==> run_1/clk_routes.png <==
Drawn at 3 px/um.
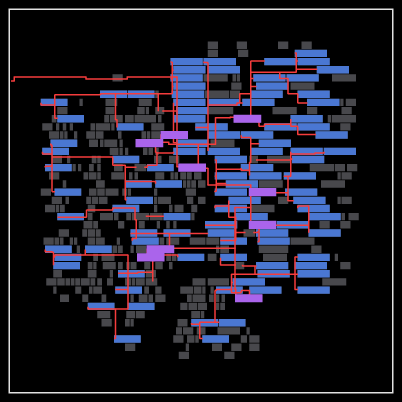
==> run_1/io_fan.png <==
Drawn at 2 px/um.
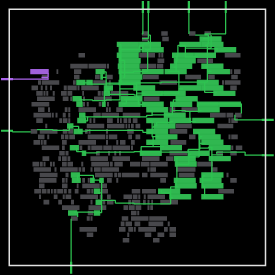
==> run_1/layer_met3.png <==
Drawn at 4 px/um.
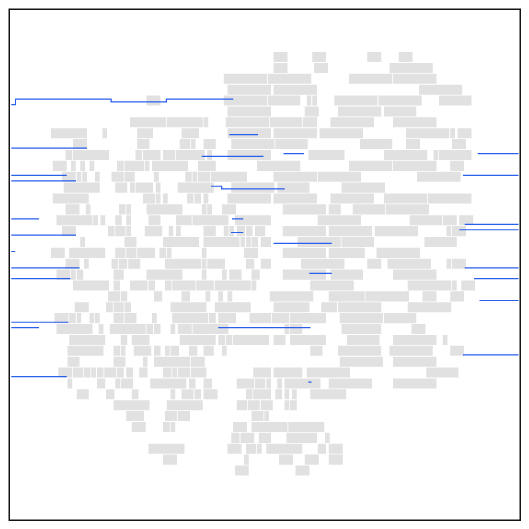
`src/rtl/slave_rx_buffer.sv`:
```
// Accept-side receive buffer: valid/ready capture into a small FIFO that drains downstream,
// with fixed-length frame tracking that reports a signed per-frame sum.
module slave_rx_buffer #(
    parameter int DATA_W    = 8,
    parameter int DEPTH     = 8,
    parameter int FRAME_LEN = 4,
    parameter int SUM_W     = 11
) (
    input  logic                     clk,
    input  logic                     rst,
    input  logic                     valid,
    input  logic [DATA_W-1:0]        data_in,
    output logic                     ready,
    output logic                     out_valid,
    output logic [DATA_W-1:0]        out_data,
    input  logic                     out_ready,
    output logic                     frame_done,
    output logic [SUM_W-1:0]         frame_sum,
    output logic [$clog2(DEPTH):0]   level
);
    localparam int AW = $clog2(DEPTH);
    localparam int CW = $clog2(FRAME_LEN + 1);

    typedef enum logic {IDLE, ACCUM} state_t;

    logic [DATA_W-1:0] mem [DEPTH];
    logic [AW-1:0]     wr_ptr, rd_ptr;
    logic              push, pop;

    // ready looks only at occupancy so the master can gate its data with it
    assign ready     = level < (AW + 1)'(DEPTH);
    assign out_valid = level != '0;
    assign out_data  = out_valid ? mem[rd_ptr] : '0;
    assign push      = valid && ready;
    assign pop       = out_valid && out_ready;

    always_ff @(posedge clk) begin
        if (push) mem[wr_ptr] <= data_in;
    end

    always_ff @(posedge clk or posedge rst) begin
        if (rst) begin
            wr_ptr <= '0;
            rd_ptr <= '0;
            level  <= '0;
        end else begin
            if (push) wr_ptr <= wr_ptr + 1'b1;
            if (pop)  rd_ptr <= rd_ptr + 1'b1;
            case ({push, pop})
                2'b10:   level <= level + 1'b1;
                2'b01:   level <= level - 1'b1;
                default: level <= level;
            endcase
        end
    end

    state_t                   state, state_nxt;
    logic signed [SUM_W-1:0]  acc, acc_nxt, ext, sum_final;
    logic [CW-1:0]            cnt, cnt_nxt;
    logic                     complete;

    assign ext = SUM_W'($signed(data_in));

    always_comb begin
        state_nxt = state;
        acc_nxt   = acc;
        cnt_nxt   = cnt;
        complete  = 1'b0;
        sum_final = (state == IDLE) ? ext : acc + ext;
        if (push) begin
            case (state)
                IDLE: begin
                    acc_nxt = ext;
                    cnt_nxt = CW'(1);
                    if (FRAME_LEN == 1) complete = 1'b1;
                    else                state_nxt = ACCUM;
                end
                ACCUM: begin
                    acc_nxt = acc + ext;
                    cnt_nxt = cnt + CW'(1);
                    if (cnt + CW'(1) == CW'(FRAME_LEN)) complete = 1'b1;
                end
                default: state_nxt = IDLE;
            endcase
        end
        if (complete) begin
            acc_nxt   = '0;
            cnt_nxt   = '0;
            state_nxt = IDLE;
        end
    end

    always_ff @(posedge clk or posedge rst) begin
        if (rst) begin
            state      <= IDLE;
            acc        <= '0;
            cnt        <= '0;
            frame_done <= 1'b0;
            frame_sum  <= '0;
        end else begin
            state      <= state_nxt;
            acc        <= acc_nxt;
            cnt        <= cnt_nxt;
            frame_done <= complete;
            if (complete) frame_sum <= sum_final;
        end
    end
endmodule

```
`config.mk`:
```
export PLATFORM = sky130hd
export DESIGN_NAME = slave_rx_buffer
export DESIGN_NICKNAME = d
export VERILOG_FILES = /design/src/rtl/slave_rx_buffer.sv
export SDC_FILE = /design/constraint.sdc
export NUM_CORES = 1
export LEC_CHECK = 0
export CAP_MARGIN = 25
export CORE_MARGIN = 10
export CORE_UTILIZATION = 40
export DETAILED_ROUTE_END_ITERATION = 8
export SETUP_SLACK_MARGIN = 0.2
export SYNTH_ARGS = -nofsm -noshare
export SYNTH_HDL_FRONTEND = slang
export SYNTH_SLANG_ARGS = --single-unit
export TNS_END_PERCENT = 5
```
`constraint.sdc`:
```
create_clock -name clk -period 5.61 [get_ports clk]
set_input_delay 0.8415 -clock clk [delete_from_list [all_inputs] [get_ports clk]]
set_output_delay 0.8415 -clock clk [all_outputs]
set_load 0.02 [all_outputs]
```
==> impl_metrics.env, run 1 <==
# physical design summary
export IMPL_report_final_slew_viol_count=0
export IMPL_n_all_inverters=13
export IMPL_report_final_setup_viol=0
export IMPL_synth_flops=101
export IMPL_ys_sh_aoi=0.0727
export IMPL_path_class="flop to output pin"
export IMPL_synth_xor_area_share=0.0285
export IMPL_met1Wirelength_mm=4.30
export IMPL_arrival_ps=2590
export IMPL_power_density_nw_per_um2=562
export IMPL_maxCapViolCount=0
export IMPL_cts_tree="done"
export IMPL_hold_end="cnt[1]$_DFFE_PP0P_"
export IMPL_clkbuf_count=9
export IMPL_placedInstanceArea_um2=5180
export IMPL_run_status="complete, no violations"
export IMPL_wl_met2_mm=4.41
export IMPL_sh_seq_area=0.519
export IMPL_dp_cells=511
export IMPL_path_cells="buf_16 -> mux4_2 -> mux2i_1 -> nor2_1 -> clkdlybuf4s50_1"
export IMPL_fill_cells=986
export IMPL_core_area_um2=11400
export IMPL_overflow=0
export IMPL_min_path_cells=2
export IMPL_power_share_sequential=0.371
export IMPL_simple_gate_share=0.0985
export IMPL_intPower_mw=1.93
export IMPL_switching_share=0.373
export IMPL_seqCellArea_um2=2850
export IMPL_syn2layout_area_growth_pct=18.9
export IMPL_wl_met3_um=386
export IMPL_finish_instance_area_um2=5480
export IMPL_antenna_found_initial=0
export IMPL_vias=2749
export IMPL_cpPeakStageDelay_ps=730
export IMPL_drt_iter0_markers=186
export IMPL_grt_max_degree=38
export IMPL_cp_num_buf_inv=2
export IMPL_grt_util_met1=0.153
export IMPL_min_path_type="flop to flop"
export IMPL_grt_busiest_layer="met2"
export IMPL_clock_power_mw=0.617
export IMPL_fin_ws_ps=2180
export IMPL_drt_total_wl_mm=9.16
export IMPL_rrSetupSlack_ps=2890
export IMPL_cts_setup_buffers=0
export IMPL_ys_cells=338
export IMPL_seq_cells=101
export IMPL_synth_nets=369
export IMPL_drive_gt1_frac=0.128
export IMPL_worst_slew_pin_slew_ps=974
export IMPL_top_power_group="combinational cells"
export IMPL_grtUsageMet2=0.187
export IMPL_hold_start="cnt[1]$_DFFE_PP0P_"
export IMPL_crit_start="rd_ptr[0]$_DFFE_PP0P_"
export IMPL_dieArea_um2=16200
export IMPL_tns_ps=0
export IMPL_r2r_start="level[1]$_DFFE_PP0P_"
export IMPL_wl_per_cell_um=17.4
export IMPL_totalPowerFinal_mw=3.08
export IMPL_instances_no_fill=527
export IMPL_synthTopCellsByArea="edfxtp_1 42%, dfrtp_1 20%, mux4_2 7.8%"
export IMPL_htreeDepth=3
export IMPL_met3_usage=0.0339
export IMPL_synth_area_um2=4610
export IMPL_r2r_end="level[3]$_DFFE_PP0P_"
export IMPL_clockBufferDepth=2
export IMPL_fin_hold_ws_ps=480
export IMPL_switchingPower_mw=1.15
export IMPL_path_clk_slew_ps=70
export IMPL_post_synth_num_cell_types=50
export IMPL_cpLargestDelayFamily="buffers and inverters"
export IMPL_synth_edff_count=64
export IMPL_fmaxAchievable_mhz=292
export IMPL_dr_pass1_iters=4
export IMPL_postSynthSeqShare=0.618
export IMPL_port_buffers=37
export IMPL_synth_async_reset_ratio=0.366
export IMPL_leakage_nw=2.06
export IMPL_signal_buffers=43
export IMPL_cp_depth=5
export IMPL_postRouteAntennaNets=0
About clk_routes.png:
clock wires -> red  # length 1060 um
flip-flops -> blue  # count 101
clock drivers -> purple  # count 9
routed clock nets = 10

About io_fan.png:
frame_done -> purple  # bits 1, direction output, edge west, end cells 1, buffers 1, wire 24.1 um
data_in -> green  # bits 8, direction input, edge 4 north, 2 east, 1 west, 1 south, end cells 87, buffers 8, wire 1080 um

About layer_met3.png:
nets with wire on the layer = 24
main direction = horizontal
share of all routed wire = 4.2%

[run 1: cells in the final DEF, fill, tap and decap left out, drive strengths merged, types with 2 or more instances in the layout]
cell	synthesis	layout
a21o	2	2
a21oi	12	12
a221oi	4	4
buf	6	6
clkbuf	7	9
clkdlybuf4s50	0	37
clkinv	1	2
dfrtp	37	37
edfxtp	64	64
fa	2	2
ha	17	17
inv	12	18
mux2	2	2
mux2i	10	10
mux4	16	16
nand2	33	33
nand2b	6	6
nand3	3	3
nor2	32	32
nor2b	2	2
nor3	6	6
nor4	3	3
nor4b	2	2
o21a	3	3
o21ai	24	24
o22ai	2	2
xnor2	9	9
xor2	6	6
[run 1: state kept, by name, summed over array words and instances, names as in the netlist]
register and flops:
frame_done 1, mem 64, wr_ptr 3, cnt 3, state 1, acc 11
level 4, rd_ptr 3, frame_sum 11
==> run 2, diff against run 1 <==
==> constraint.sdc (replaced) <==
create_clock -name clk -period 3.5 [get_ports clk]
set_input_delay 0.525 -clock clk [delete_from_list [all_inputs] [get_ports clk]]
set_output_delay 0.525 -clock clk [all_outputs]
set_load 0.02 [all_outputs]
==> run_2/clk_routes.png <==
Drawn at 3 px/um.
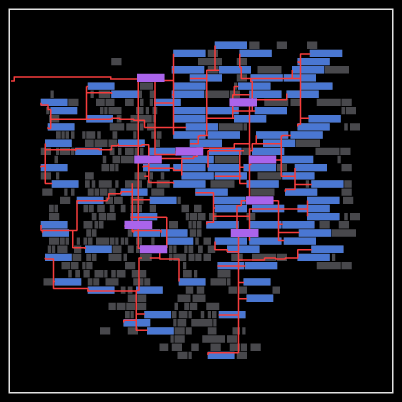
clock drivers -> purple  # count 9
flip-flops -> blue  # count 101
clock wires -> red  # length 1160 um
routed clock nets = 10

==> run 2 against run 1 <==
Compared with the run above: highest routed layer unchanged; global-route usage grew 0.47 points; critical path type unchanged; cell count grew 1.9%; count of clock-buffer cells in the layout is the same; combinational power grew 63%; largest power group unchanged.
==> impl_metrics.env, run 2 <==
# physical design summary
export IMPL_antenna_found_initial=0
export IMPL_synth_nets=369
export IMPL_grt_use_total=0.122
export IMPL_cpPeakStageDelay_ps=870
export IMPL_switchingPower_mw=1.84
export IMPL_instances_no_fill=537
export IMPL_sh_seq_area=0.515
export IMPL_largest_reg_flops=64
export IMPL_top_power_group="combinational cells"
export IMPL_port_buffers=37
export IMPL_wl_met2_mm=4.53
export IMPL_min_path_type="flop to flop"
export IMPL_tns_ps=0
export IMPL_leakage_nw=2.10
export IMPL_synth_edff_count=64
export IMPL_cts_tree="done"
export IMPL_dp_cells=521
export IMPL_clock_power_mw=0.987
export IMPL_fill_cells=1027
export IMPL_ys_flop_type="edfxtp_1"
export IMPL_drt_iter0_markers=150
export IMPL_cts_setup_buffers=0
export IMPL_top_register="mem"
export IMPL_power_density_nw_per_um2=891
export IMPL_clockBufferDepth=2
export IMPL_r2r_start="level[1]$_DFFE_PP0P_"
export IMPL_postSynthSeqShare=0.618
export IMPL_dr_pass1_iters=4
export IMPL_drive_gt1_frac=0.145
export IMPL_met1Wirelength_mm=4.26
export IMPL_grt_util_met1=0.161
export IMPL_min_path_cells=2
export IMPL_comb_cells=211
export IMPL_postSynthAreaPerCell_um2=13.6
export IMPL_path_clk_slew_ps=70
export IMPL_reg_top3="mem (64), acc (11), frame_sum (11)"
export IMPL_finish_instance_area_um2=5530
export IMPL_grt_busiest_layer="met2"
export IMPL_seqCellArea_um2=2850
export IMPL_worst_slew_pin_slew_ps=808
export IMPL_fp_dieH_um=127
export IMPL_met3_usage=0.0289
export IMPL_switching_share=0.373
export IMPL_path_cells="mux4_2 -> mux2i_1 -> nor2_1 -> clkdlybuf4s50_1"
export IMPL_maxCapViolCount=0
export IMPL_drt_total_wl_mm=9.34
export IMPL_wl_per_cell_um=17.4
export IMPL_hold_end="cnt[1]$_DFFE_PP0P_"
export IMPL_rrSetupSlack_ps=960
export IMPL_r2r_end="level[3]$_DFFE_PP0P_"
export IMPL_synth_area_um2=4610
export IMPL_signal_buffers=53
export IMPL_core_area_um2=11400
export IMPL_synth_async_reset_ratio=0.366
export IMPL_dieArea_um2=16200
export IMPL_postRouteAntennaNets=0
export IMPL_intPower_mw=3.09
export IMPL_crit_fanout=18
export IMPL_wl_met3_um=449
export IMPL_synth_flops=101
export IMPL_n_all_inverters=13
export IMPL_report_final_slew_viol_count=0
export IMPL_grt_max_degree=38
export IMPL_vias=2812
export IMPL_ys_cells=338
export IMPL_report_final_setup_viol=0
export IMPL_lay_top_count="edfxtp_1"
export IMPL_power_share_sequential=0.364
export IMPL_fin_ws_ps=508
export IMPL_grtUsageMet2=0.192
export IMPL_seq_cells=101
export IMPL_synthTopCellsByArea="edfxtp_1 42%, dfrtp_1 20%, mux4_2 7.8%"
export IMPL_lay_top_cells="64 x edfxtp_1, 37 x dfrtp_1, 37 x clkdlybuf4s50_1"
export IMPL_placedInstanceArea_um2=5230
export IMPL_fin_crit_ps=2990
export IMPL_arrival_ps=2470
export IMPL_run_status="complete, no violations"
export IMPL_overflow=0
export IMPL_totalPowerFinal_mw=4.92
export IMPL_path_class="flop to output pin"
export IMPL_fmaxAchievable_mhz=334
export IMPL_hold_start="cnt[1]$_DFFE_PP0P_"
==> run_2/io_fan.png <==
Drawn at 2 px/um.
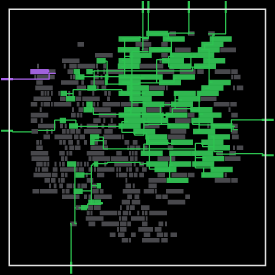
data_in -> green  # bits 8, direction input, edge 4 north, 2 east, 1 west, 1 south, end cells 87, buffers 10, wire 1150 um
frame_done -> purple  # bits 1, direction output, edge west, end cells 1, buffers 1, wire 26.3 um

[run 2: cell count changes in the layout (fill, tap and decap cells not counted)]
cell	before	now
clkinvlp_4	0	1
inv_6	2	1
buf_4	5	16
nor3_2	2	0
clkinv_8	0	1
buf_16	1	0
inv_12	1	0
nor3_1	4	6
[run 2: worst max-delay path, delay by kind of cell, from the launching register on]
| kind | cells | cell delay, ps |
|---|---|---|
| DFF | 1 | 870 |
| buffers and inverters | 1 | 630 |
| muxes | 2 | 440 |
| and+or+nand+nor | 1 | 170 |
[run 2: cells by family after synthesis]
kind of cell               synth area share
AOI/OAI and AO/OA                    0.0727
xor gates and xnor gates             0.0285
adders and majority gates            0.0548
buffers and inverters                0.0223
DFF                                   0.618
muxes                                 0.106
and+or+nand+nor                      0.0985
==> run 3, diff against run 2 <==
--- a/config.mk
+++ b/config.mk
@@ -8,6 +8,7 @@
 export CAP_MARGIN = 25
 export CORE_MARGIN = 10
 export CORE_UTILIZATION = 40
+export CTS_CLUSTER_SIZE = 30
 export DETAILED_ROUTE_END_ITERATION = 8
 export SETUP_SLACK_MARGIN = 0.2
 export SYNTH_ARGS = -nofsm -noshare
==> run_3/congestion.png <==
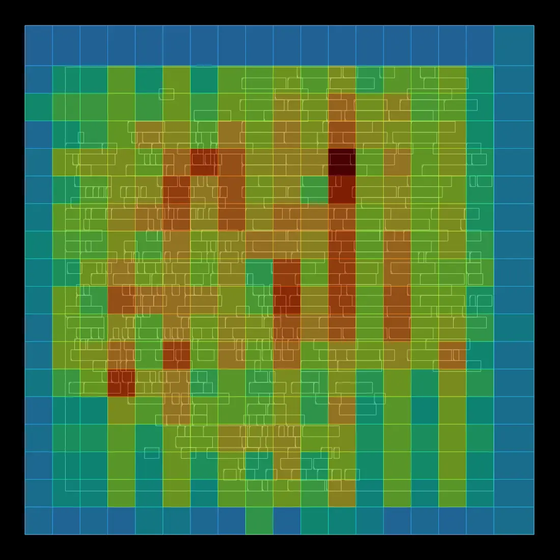
GRT met3 Usage: 0.0289
GR Util met1: 0.161
met2 Track Usage GR: 0.192

==> run 3 against run 2 <==
Compared with the run above: clock skew is the same; utilization did not move; non-clock buffer count unchanged; wire length unchanged; synthesized cell count stayed put; worst hold slack stayed put; largest cell class unchanged; combinational power about the same; setup slack stayed put; total power unchanged; synthesized area is the same.
==> impl_metrics.env, run 3 <==
# physical design summary
export IMPL_post_synth_num_cell_types=50
export IMPL_switching_share=0.373
export IMPL_grt_use_total=0.122
export IMPL_report_final_slew_viol_count=0
export IMPL_htreeDepth=3
export IMPL_ys_sh_mux=0.106
export IMPL_path_class="flop to output pin"
export IMPL_largest_reg_flops=64
export IMPL_crit_start="rd_ptr[1]$_DFFE_PP0P_"
export IMPL_postRouteAntennaNets=0
export IMPL_leakage_nw=2.10
export IMPL_crit_fanout=18
export IMPL_synth_edff_count=64
export IMPL_finish_instance_area_um2=5530
export IMPL_arrival_ps=2470
export IMPL_antenna_found_initial=0
export IMPL_simple_gate_share=0.0985
export IMPL_top_register="mem"
export IMPL_cpLargestDelayFamily="flip-flops"
export IMPL_fin_hold_ws_ps=479
export IMPL_reg_top3="mem (64), acc (11), frame_sum (11)"
export IMPL_ys_cells=338
export IMPL_synthTopCellsByArea="edfxtp_1 42%, dfrtp_1 20%, mux4_2 7.8%"
export IMPL_instances_no_fill=537
export IMPL_topCombFamilyByArea="multiplexers"
export IMPL_clockBufferDepth=2
export IMPL_lay_top_count="edfxtp_1"
export IMPL_port_buffers=37
export IMPL_run_status="complete, no violations"
export IMPL_report_final_setup_viol=0
export IMPL_fin_crit_ps=2990
export IMPL_rrSetupSlack_ps=960
export IMPL_grt_max_degree=38
export IMPL_lay_top_cells="64 x edfxtp_1, 37 x dfrtp_1, 37 x clkdlybuf4s50_1"
export IMPL_placedInstanceArea_um2=5230
export IMPL_synth_nets=369
export IMPL_fin_ws_ps=508
export IMPL_overflow=0
export IMPL_path_cells="mux4_2 -> mux2i_1 -> nor2_1 -> clkdlybuf4s50_1"
export IMPL_wl_per_cell_um=17.4
export IMPL_tns_ps=0
export IMPL_switchingPower_mw=1.84
export IMPL_drt_iter0_markers=150
export IMPL_synth_flops=101
export IMPL_ys_sh_aoi=0.0727
export IMPL_routabilityCongestion=0.762
export IMPL_r2r_end="level[3]$_DFFE_PP0P_"
export IMPL_power_share_sequential=0.364
export IMPL_postSynthAreaPerCell_um2=13.6
export IMPL_min_path_type="flop to flop"
export IMPL_intPower_mw=3.09
export IMPL_cpPeakStageDelay_ps=870
export IMPL_r2r_start="level[1]$_DFFE_PP0P_"
export IMPL_dieArea_um2=16200
export IMPL_worst_slew_pin_slew_ps=808
export IMPL_hold_start="cnt[1]$_DFFE_PP0P_"
export IMPL_ys_flop_type="edfxtp_1"
export IMPL_postSynthSeqShare=0.618
export IMPL_synth_async_reset_ratio=0.366
export IMPL_ys_sh_adder=0.0548
export IMPL_cts_setup_buffers=0
export IMPL_syn2layout_area_growth_pct=19.9
export IMPL_min_path_cells=2
export IMPL_clock_power_mw=0.987
export IMPL_cp_depth=4
export IMPL_totalPowerFinal_mw=4.92
export IMPL_core_area_um2=11400
export IMPL_dp_cells=521
export IMPL_top_power_group="combinational cells"
export IMPL_hold_end="cnt[1]$_DFFE_PP0P_"
==> run_3/layer_met3.png <==
Drawn at 4 px/um.
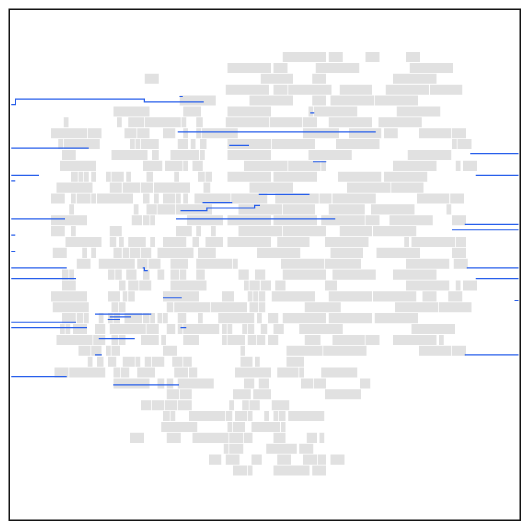
DR vias: 2812
routed wire length: 9.34 mm

==> run 3: per-layer routing <==
layer | part of all wire | GRT usage | wire length, um
met3 | 0.048 | 0.0289 | 449
met5 | 0 | 0 | 0
met1 | 0.46 | 0.161 | 4260
met2 | 0.49 | 0.192 | 4530
met4 | 0.010 | 0.0415 | 95
==> run 3: layout make-up <==
cell class	instances	area [um2]
fill	1027	5840
sequential	101	2850
multi-input combinational	211	1660
timing repair buffer	53	490
clock buffer	9	225
tap	143	179
clock inverter	7	75.1
inverter	13	48.8
==> run 3: kinds of logic after synthesis <==
| group | count (synthesis) |
|---|---|
| DFF | 101 |
| AOI/OAI and AO/OA | 55 |
| buffers and inverters | 26 |
| xor gates and xnor gates | 15 |
| and+or+nand+nor | 94 |
| adders and majority gates | 19 |
| muxes | 28 |
No activity file was given, so power comes from the tool's default toggle rates.
